===== src/rtl/st_align_buf.sv =====
// rtl/st_align_buf.sv - store-path write aligner: 2-entry request FIFO feeding lane-shifted, possibly split, memory write beats
module st_align_buf (
  input  logic        clk,
  input  logic        rst_n,
  input  logic        req_valid,
  output logic        req_ready,
  input  logic [31:0] req_addr,
  input  logic [31:0] req_data,
  input  logic [1:0]  req_size,
  output logic        req_err,
  output logic        mem_valid,
  input  logic        mem_ready,
  output logic [31:0] mem_addr,
  output logic [31:0] mem_wdata,
  output logic [3:0]  mem_sel,
  output logic        empty
);

  typedef enum logic [1:0] {IDLE, BEAT0, BEAT1} state_t;

  state_t      state, state_next;
  logic [31:0] addr_q [2];
  logic [31:0] data_q [2];
  logic [1:0]  size_q [2];
  logic        wr_ptr, rd_ptr;
  logic [1:0]  count, count_next;
  logic        err_q;

  logic        accept, push, pop;
  logic [31:0] masked_data;
  logic [31:0] head_addr, head_data, word_addr;
  logic [1:0]  head_size, k;
  logic [3:0]  base_sel;
  logic [63:0] wide_data;
  logic [7:0]  wide_sel;
  logic        has_beat1;

  assign req_ready = (count != 2'd2);
  assign accept    = req_valid && req_ready;
  assign push      = accept && (req_size != 2'b11);
  assign req_err   = err_q;

  always_comb begin
    masked_data = 32'd0;
    case (req_size)
      2'b00:   masked_data = {24'd0, req_data[7:0]};
      2'b01:   masked_data = {16'd0, req_data[15:0]};
      default: masked_data = req_data;
    endcase
  end

  // Alignment of the head entry: data and selects shifted into a two-word window.
  assign head_addr = addr_q[rd_ptr];
  assign head_data = data_q[rd_ptr];
  assign head_size = size_q[rd_ptr];
  assign k         = head_addr[1:0];
  assign word_addr = {head_addr[31:2], 2'b00};

  always_comb begin
    base_sel = 4'b0000;
    case (head_size)
      2'b00:   base_sel = 4'b0001;
      2'b01:   base_sel = 4'b0011;
      default: base_sel = 4'b1111;
    endcase
  end

  assign wide_data = {32'd0, head_data} << {k, 3'b000};
  assign wide_sel  = {4'b0000, base_sel} << k;
  assign has_beat1 = |wide_sel[7:4];

  assign pop = mem_ready && ((state == BEAT0 && !has_beat1) || state == BEAT1);

  always_comb begin
    count_next = count;
    case ({push, pop})
      2'b10:   count_next = count + 2'd1;
      2'b01:   count_next = count - 2'd1;
      default: count_next = count;
    endcase
  end

  always_ff @(posedge clk) begin
    if (!rst_n) begin
      state     <= IDLE;
      count     <= 2'd0;
      wr_ptr    <= 1'b0;
      rd_ptr    <= 1'b0;
      err_q     <= 1'b0;
      addr_q[0] <= 32'd0;
      addr_q[1] <= 32'd0;
      data_q[0] <= 32'd0;
      data_q[1] <= 32'd0;
      size_q[0] <= 2'b00;
      size_q[1] <= 2'b00;
    end else begin
      state <= state_next;
      count <= count_next;
      err_q <= accept && (req_size == 2'b11);
      if (push) begin
        addr_q[wr_ptr] <= req_addr;
        data_q[wr_ptr] <= masked_data;
        size_q[wr_ptr] <= req_size;
        wr_ptr         <= ~wr_ptr;
      end
      if (pop) rd_ptr <= ~rd_ptr;
    end
  end

  always_comb begin
    state_next = state;
    case (state)
      IDLE:    if (count_next != 2'd0) state_next = BEAT0;
      BEAT0:   if (mem_ready) begin
                 if (has_beat1)               state_next = BEAT1;
                 else if (count_next != 2'd0) state_next = BEAT0;
                 else                         state_next = IDLE;
               end
      BEAT1:   if (mem_ready) state_next = (count_next != 2'd0) ? BEAT0 : IDLE;
      default: state_next = IDLE;
    endcase
  end

  // Outputs are zero in IDLE so a reset leaves the memory port quiet.
  always_comb begin
    mem_valid = 1'b0;
    mem_addr  = 32'd0;
    mem_wdata = 32'd0;
    mem_sel   = 4'b0000;
    empty     = (count == 2'd0) && (state == IDLE);
    case (state)
      BEAT0: begin
        mem_valid = 1'b1;
        mem_addr  = word_addr;
        mem_wdata = wide_data[31:0];
        mem_sel   = wide_sel[3:0];
      end
      BEAT1: begin
        mem_valid = 1'b1;
        mem_addr  = word_addr + 32'd4;
        mem_wdata = wide_data[63:32];
        mem_sel   = wide_sel[7:4];
      end
      default: ;
    endcase
  end

endmodule


===== config.mk =====
export PLATFORM = sky130hd
export DESIGN_NAME = st_align_buf
export DESIGN_NICKNAME = d
export VERILOG_FILES = /design/src/rtl/st_align_buf.sv
export SDC_FILE = /design/constraint.sdc
export NUM_CORES = 1
export LEC_CHECK = 0
export CAP_MARGIN = 10
export CORE_MARGIN = 2
export CORE_UTILIZATION = 64
export DETAILED_ROUTE_END_ITERATION = 12
export DONT_BUFFER_PORTS = 1
export MAX_ROUTING_LAYER = met4
export PLACE_DENSITY = 0.79
export SYNTH_ARGS = -nofsm -noshare
export SYNTH_HDL_FRONTEND = slang
export SYNTH_SLANG_ARGS = --single-unit

===== constraint.sdc =====
create_clock -name clk -period 9.17 [get_ports clk]
set_clock_uncertainty 0.2 [all_clocks]
set_input_delay 1.3755 -clock clk [delete_from_list [all_inputs] [get_ports clk]]
set_output_delay 1.3755 -clock clk [all_outputs]
set_load 0.01 [all_outputs]

==> run_1/final_congestion.png <==
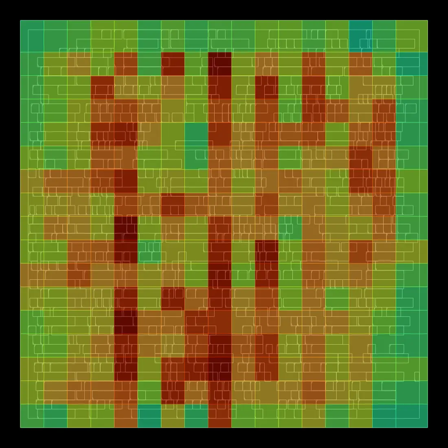
Final Util: 69.7%
GR peak layer: met2
met3 Track Usage GR: 9.65%

==> run_1/drive_strength.png <==
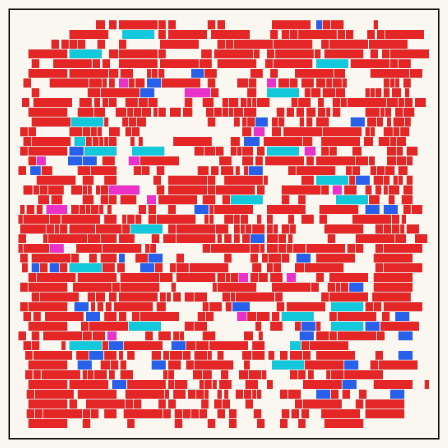
legend:
  blue:
    size: drive 2
    cells: 43
    share: 5.5%
  cyan:
    size: drive 6 and up
    cells: 21
    share: 2.7%
  red:
    size: drive 1 or less
    cells: 708
    share: 90%
  magenta:
    size: drive 3 to 4
    cells: 16
    share: 2.0%
Final Cell Area: 9160 um^2
synth-to-layout area growth: 6.83%

==> flow_metrics.env, run 1 <==
# yosys + openroad results
export IMPL_status="complete, no violations"
export IMPL_final_clk_cell_share_pct=6.19
export IMPL_fa_ha_area_share_pct=0.876
export IMPL_num_multi_input_gates=597
export IMPL_mux_share_pct=11.5
export IMPL_avgSynthCellArea_um2=10.6
export IMPL_ys_flop_type="edfxtp_1"
export IMPL_power_leakage_nw=3.33
export IMPL_max_cap_violations=0
export IMPL_p_comb_mw=0.502
export IMPL_pg_seq_mw=0.847
export IMPL_crit_fanout=75
export IMPL_dr_pass1_iters=6
export IMPL_nNonClkBuffers=5
export IMPL_ir_drop_v=0.000170
export IMPL_fp_utilization_pct=65.2
export IMPL_setup_viol_count_final=0
export IMPL_cp_required_ns=7.59
export IMPL_use_met1_pct=41.2
export IMPL_drt_met1_wl_mm=8.92
export IMPL_fp_row_count=42
export IMPL_largest_class="logic gates"
export IMPL_fin_setup_tns_ns=0
export IMPL_yosysTopAreaCell="edfxtp_1"
export IMPL_edf_count=132
export IMPL_grt_max_degree=76
export IMPL_p_clk_mw=0.649
export IMPL_finalCriticalPeriod_ns=5.69
export IMPL_comb_share_pct=45.3
export IMPL_first_iter_violations=722
export IMPL_grt_pass1_vias=6174
export IMPL_seq_cells=140
export IMPL_grt_first_pass_wirelength_mm=33.6
export IMPL_seq_share_pct=45.1
export IMPL_nFillCells=935
==> run_1/port_nets.png <==
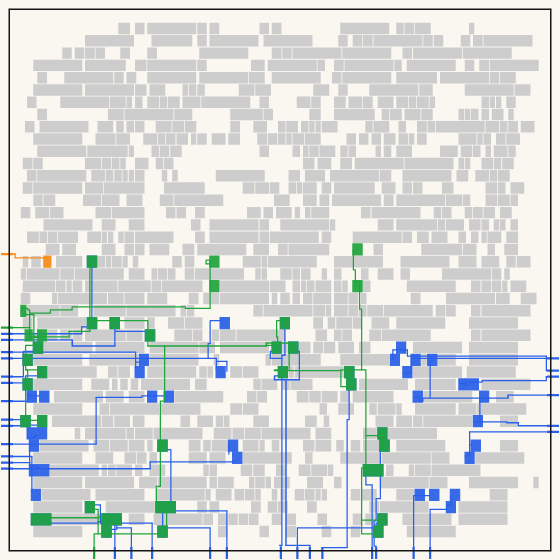
legend:
  orange:
    port: empty
    bits: 1
    direction: output
    edge: west
    end_cells: 1
    buffers: 0
    wire: 8.00 um
  green:
    port: req_size
    bits: 2
    direction: input
    edge: 1 west, 1 south
    end_cells: 39
    buffers: 0
    wire: 406 um
  blue:
    port: req_data
    bits: 32
    direction: input
    edge: 13 west, 13 south, 6 east
    end_cells: 64
    buffers: 0
    wire: 906 um

==> run_1/wire_density.png <==
Bar = 20 um. 24 x 24 tiles, from dark purple (low) to yellow (high), scaled to the fullest tile. Values are wire area over tile area, all layers added.
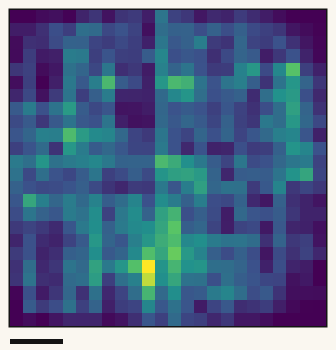
densest ninth of the die: south
tiles over half the peak: 9.0%
fullest tile: 0.94

==> run_1/cell_classes.png <==
Bar = 20 um.
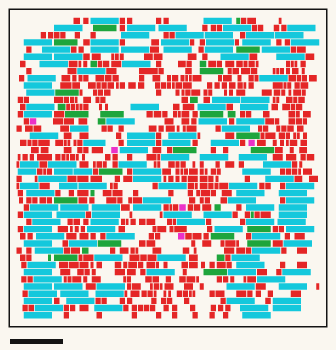

## Run 2: what changed since run 1
- CORE_UTILIZATION: 64 -> 58
- PLACE_DENSITY: 0.79 -> 0.75
- clock period: 9.17 -> 4.6 ns (I/O delays scaled with it)
==> run_2/cell_classes.png <==
Bar = 50 um.
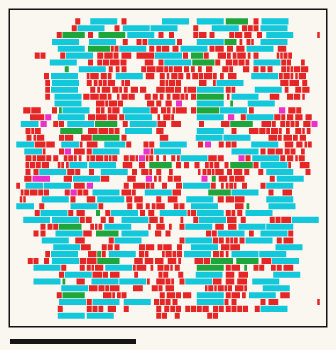
legend:
  red:
    class: all other logic
    cells: 611
    share_of_their_area: 46%
  cyan:
    class: flip-flops
    cells: 140
    share_of_their_area: 46%
  magenta:
    class: other buffers and delay cells
    cells: 16
    share_of_their_area: 1.5%
  green:
    class: clock drivers and dummy loads
    cells: 32
    share_of_their_area: 6.7%

==> run 2 against run 1 <==
Flip-flop count unchanged; critical path type unchanged; sequential share of layout area decreased by 0.74 points; die area increased by 10%; combinational power increased by 110%; global-route usage decreased by 2.5 points; synthesized area unchanged; worst setup slack got worse by 3.3 ns; largest power group unchanged; synthesized cell count unchanged; register-to-register slack got worse by 3.9 ns; non-clock buffer count increased by 11; highest routed layer unchanged; total power increased by 110%; worst hold slack got worse by 0.11 ns.
==> flow_metrics.env, run 2 <==
# yosys + openroad results
export IMPL_mux_share_pct=11.5
export IMPL_area_growth_pct=8.61
export IMPL_power_leakage_nw=3.42
export IMPL_grt_pass1_vias=6328
export IMPL_ir_drop_v=0.000274
export IMPL_avgSynthCellArea_um2=10.6
export IMPL_fin_setup_tns_ns=0
export IMPL_stdcell_area_um2=9310
export IMPL_largest_class="logic gates"
export IMPL_num_multi_input_gates=597
export IMPL_seq_cells=140
export IMPL_dr_pass1_iters=6
export IMPL_fin_util_pct=64.3
export IMPL_pg_seq_mw=1.64
export IMPL_fp_utilization_pct=59.2
export IMPL_p_clk_mw=1.42
export IMPL_grt_first_pass_wirelength_mm=34.3
export IMPL_status="complete, no violations"
export IMPL_final_clk_cell_share_pct=6.57
export IMPL_fp_row_count=44
export IMPL_top_usage_layer="met2"
export IMPL_cp_required_ns=3.71
export IMPL_crit_fanout=50
export IMPL_nFillCells=1099
export IMPL_comb_share_pct=44.5
export IMPL_edf_count=132
export IMPL_cts_sinks=140
export IMPL_ys_flop_type="edfxtp_1"
export IMPL_routed_wl_mm=22.0
export IMPL_finalCriticalPeriod_ns=4.38
export IMPL_max_cap_violations=0
export IMPL_grt_util_met3_pct=9.20
export IMPL_nNonClkBuffers=16
export IMPL_p_comb_mw=1.06
export IMPL_yosysTopAreaCell="edfxtp_1"
export IMPL_first_iter_violations=653
export IMPL_fa_ha_area_share_pct=0.876
export IMPL_grt_max_degree=67
==> run_2/final_congestion.png <==
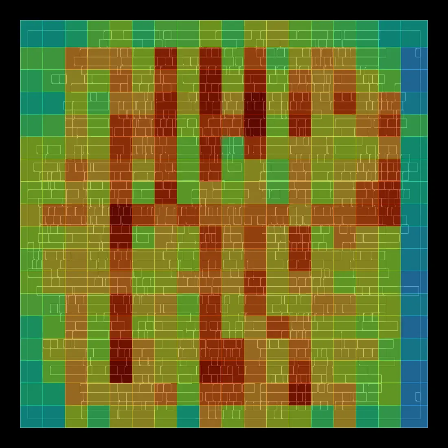
routing usage on met2: 42.4%
met1 usage: 38.0%
WL/cell: 22.3 um
GRT Util Overall: 29.0%

## Run 3: what changed since run 2
- ABC_CLOCK_PERIOD_IN_PS: unset -> 4600
==> run_3/final_congestion.png <==
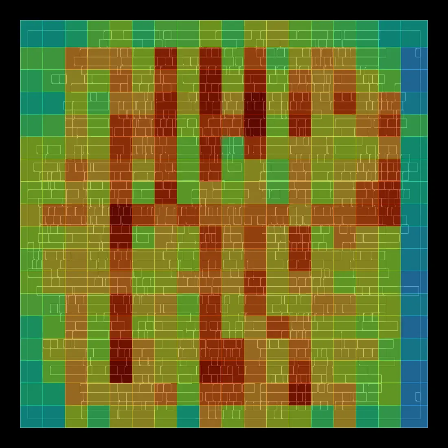
Final Util: 64.3%
met3 Track Usage GR: 9.20%

==> run 3 against run 2 <==
Worst hold slack did not move; via count unchanged; cell count did not move; register-to-register slack hardly changed; sequential share of layout area unchanged; non-clock buffer count stayed put; core utilization is the same; sequential power about the same; flip-flop count unchanged; global-route usage stayed put; synthesized cell count stayed put; critical path type unchanged; largest cell class unchanged; highest routed layer unchanged.
==> flow_metrics.env, run 3 <==
# yosys + openroad results
export IMPL_first_iter_violations=653
export IMPL_stdcell_area_um2=9310
export IMPL_comb_share_pct=44.5
export IMPL_grt_max_degree=67
export IMPL_yosysTopAreaCell="edfxtp_1"
export IMPL_num_multi_input_gates=597
export IMPL_area_growth_pct=8.61
export IMPL_fin_setup_tns_ns=0
export IMPL_dr_pass1_iters=6
export IMPL_max_cap_violations=0
export IMPL_ir_drop_v=0.000274
export IMPL_fp_utilization_pct=59.2
export IMPL_final_cells=986
export IMPL_grt_total_usage_pct=29.0
export IMPL_seq_cells=140
export IMPL_status="complete, no violations"
export IMPL_crit_end="mem_addr[31]"
export IMPL_htree_levels=4
export IMPL_power_leakage_nw=3.42
export IMPL_largest_class="logic gates"
export IMPL_grt_first_pass_wirelength_mm=34.3
export IMPL_seq_share_pct=44.3
export IMPL_top_usage_layer="met2"
export IMPL_p_comb_mw=1.06
export IMPL_fp_row_count=44
export IMPL_pg_seq_mw=1.64
export IMPL_final_clk_cell_share_pct=6.57
export IMPL_wl_per_cell_um=22.3
export IMPL_mux_share_pct=11.5
export IMPL_r2r_worst_path_cells=11
export IMPL_edf_count=132
export IMPL_ctsLongestPathBuffers=2
export IMPL_finalCriticalPeriod_ns=4.38
export IMPL_p_clk_mw=1.42
export IMPL_use_met1_pct=38.0
export IMPL_ys_flop_type="edfxtp_1"
export IMPL_crit_fanout=50
export IMPL_avgSynthCellArea_um2=10.6
export IMPL_arrival_ns=3.49
export IMPL_cp_required_ns=3.71
export IMPL_cts_sinks=140
export IMPL_fa_ha_area_share_pct=0.876
==> run_3/port_nets.png <==
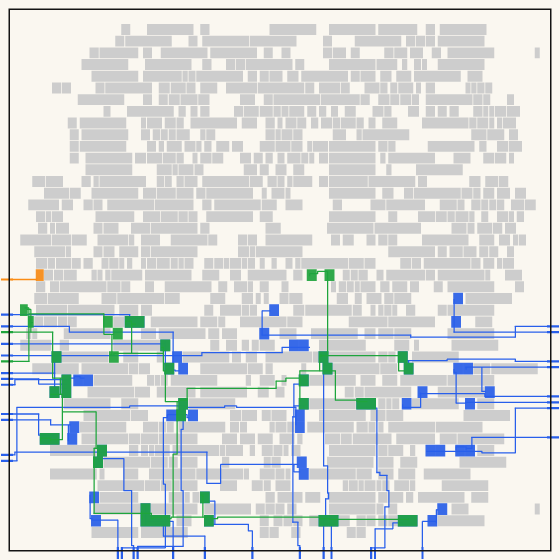
legend:
  green:
    port: req_size
    bits: 2
    direction: input
    edge: west
    end_cells: 39
    buffers: 0
    wire: 401 um
  blue:
    port: req_data
    bits: 32
    direction: input
    edge: 13 south, 11 west, 8 east
    end_cells: 64
    buffers: 0
    wire: 1120 um
  orange:
    port: empty
    bits: 1
    direction: output
    edge: west
    end_cells: 1
    buffers: 0
    wire: 5.90 um

Power is estimated from default activity; no workload was simulated.
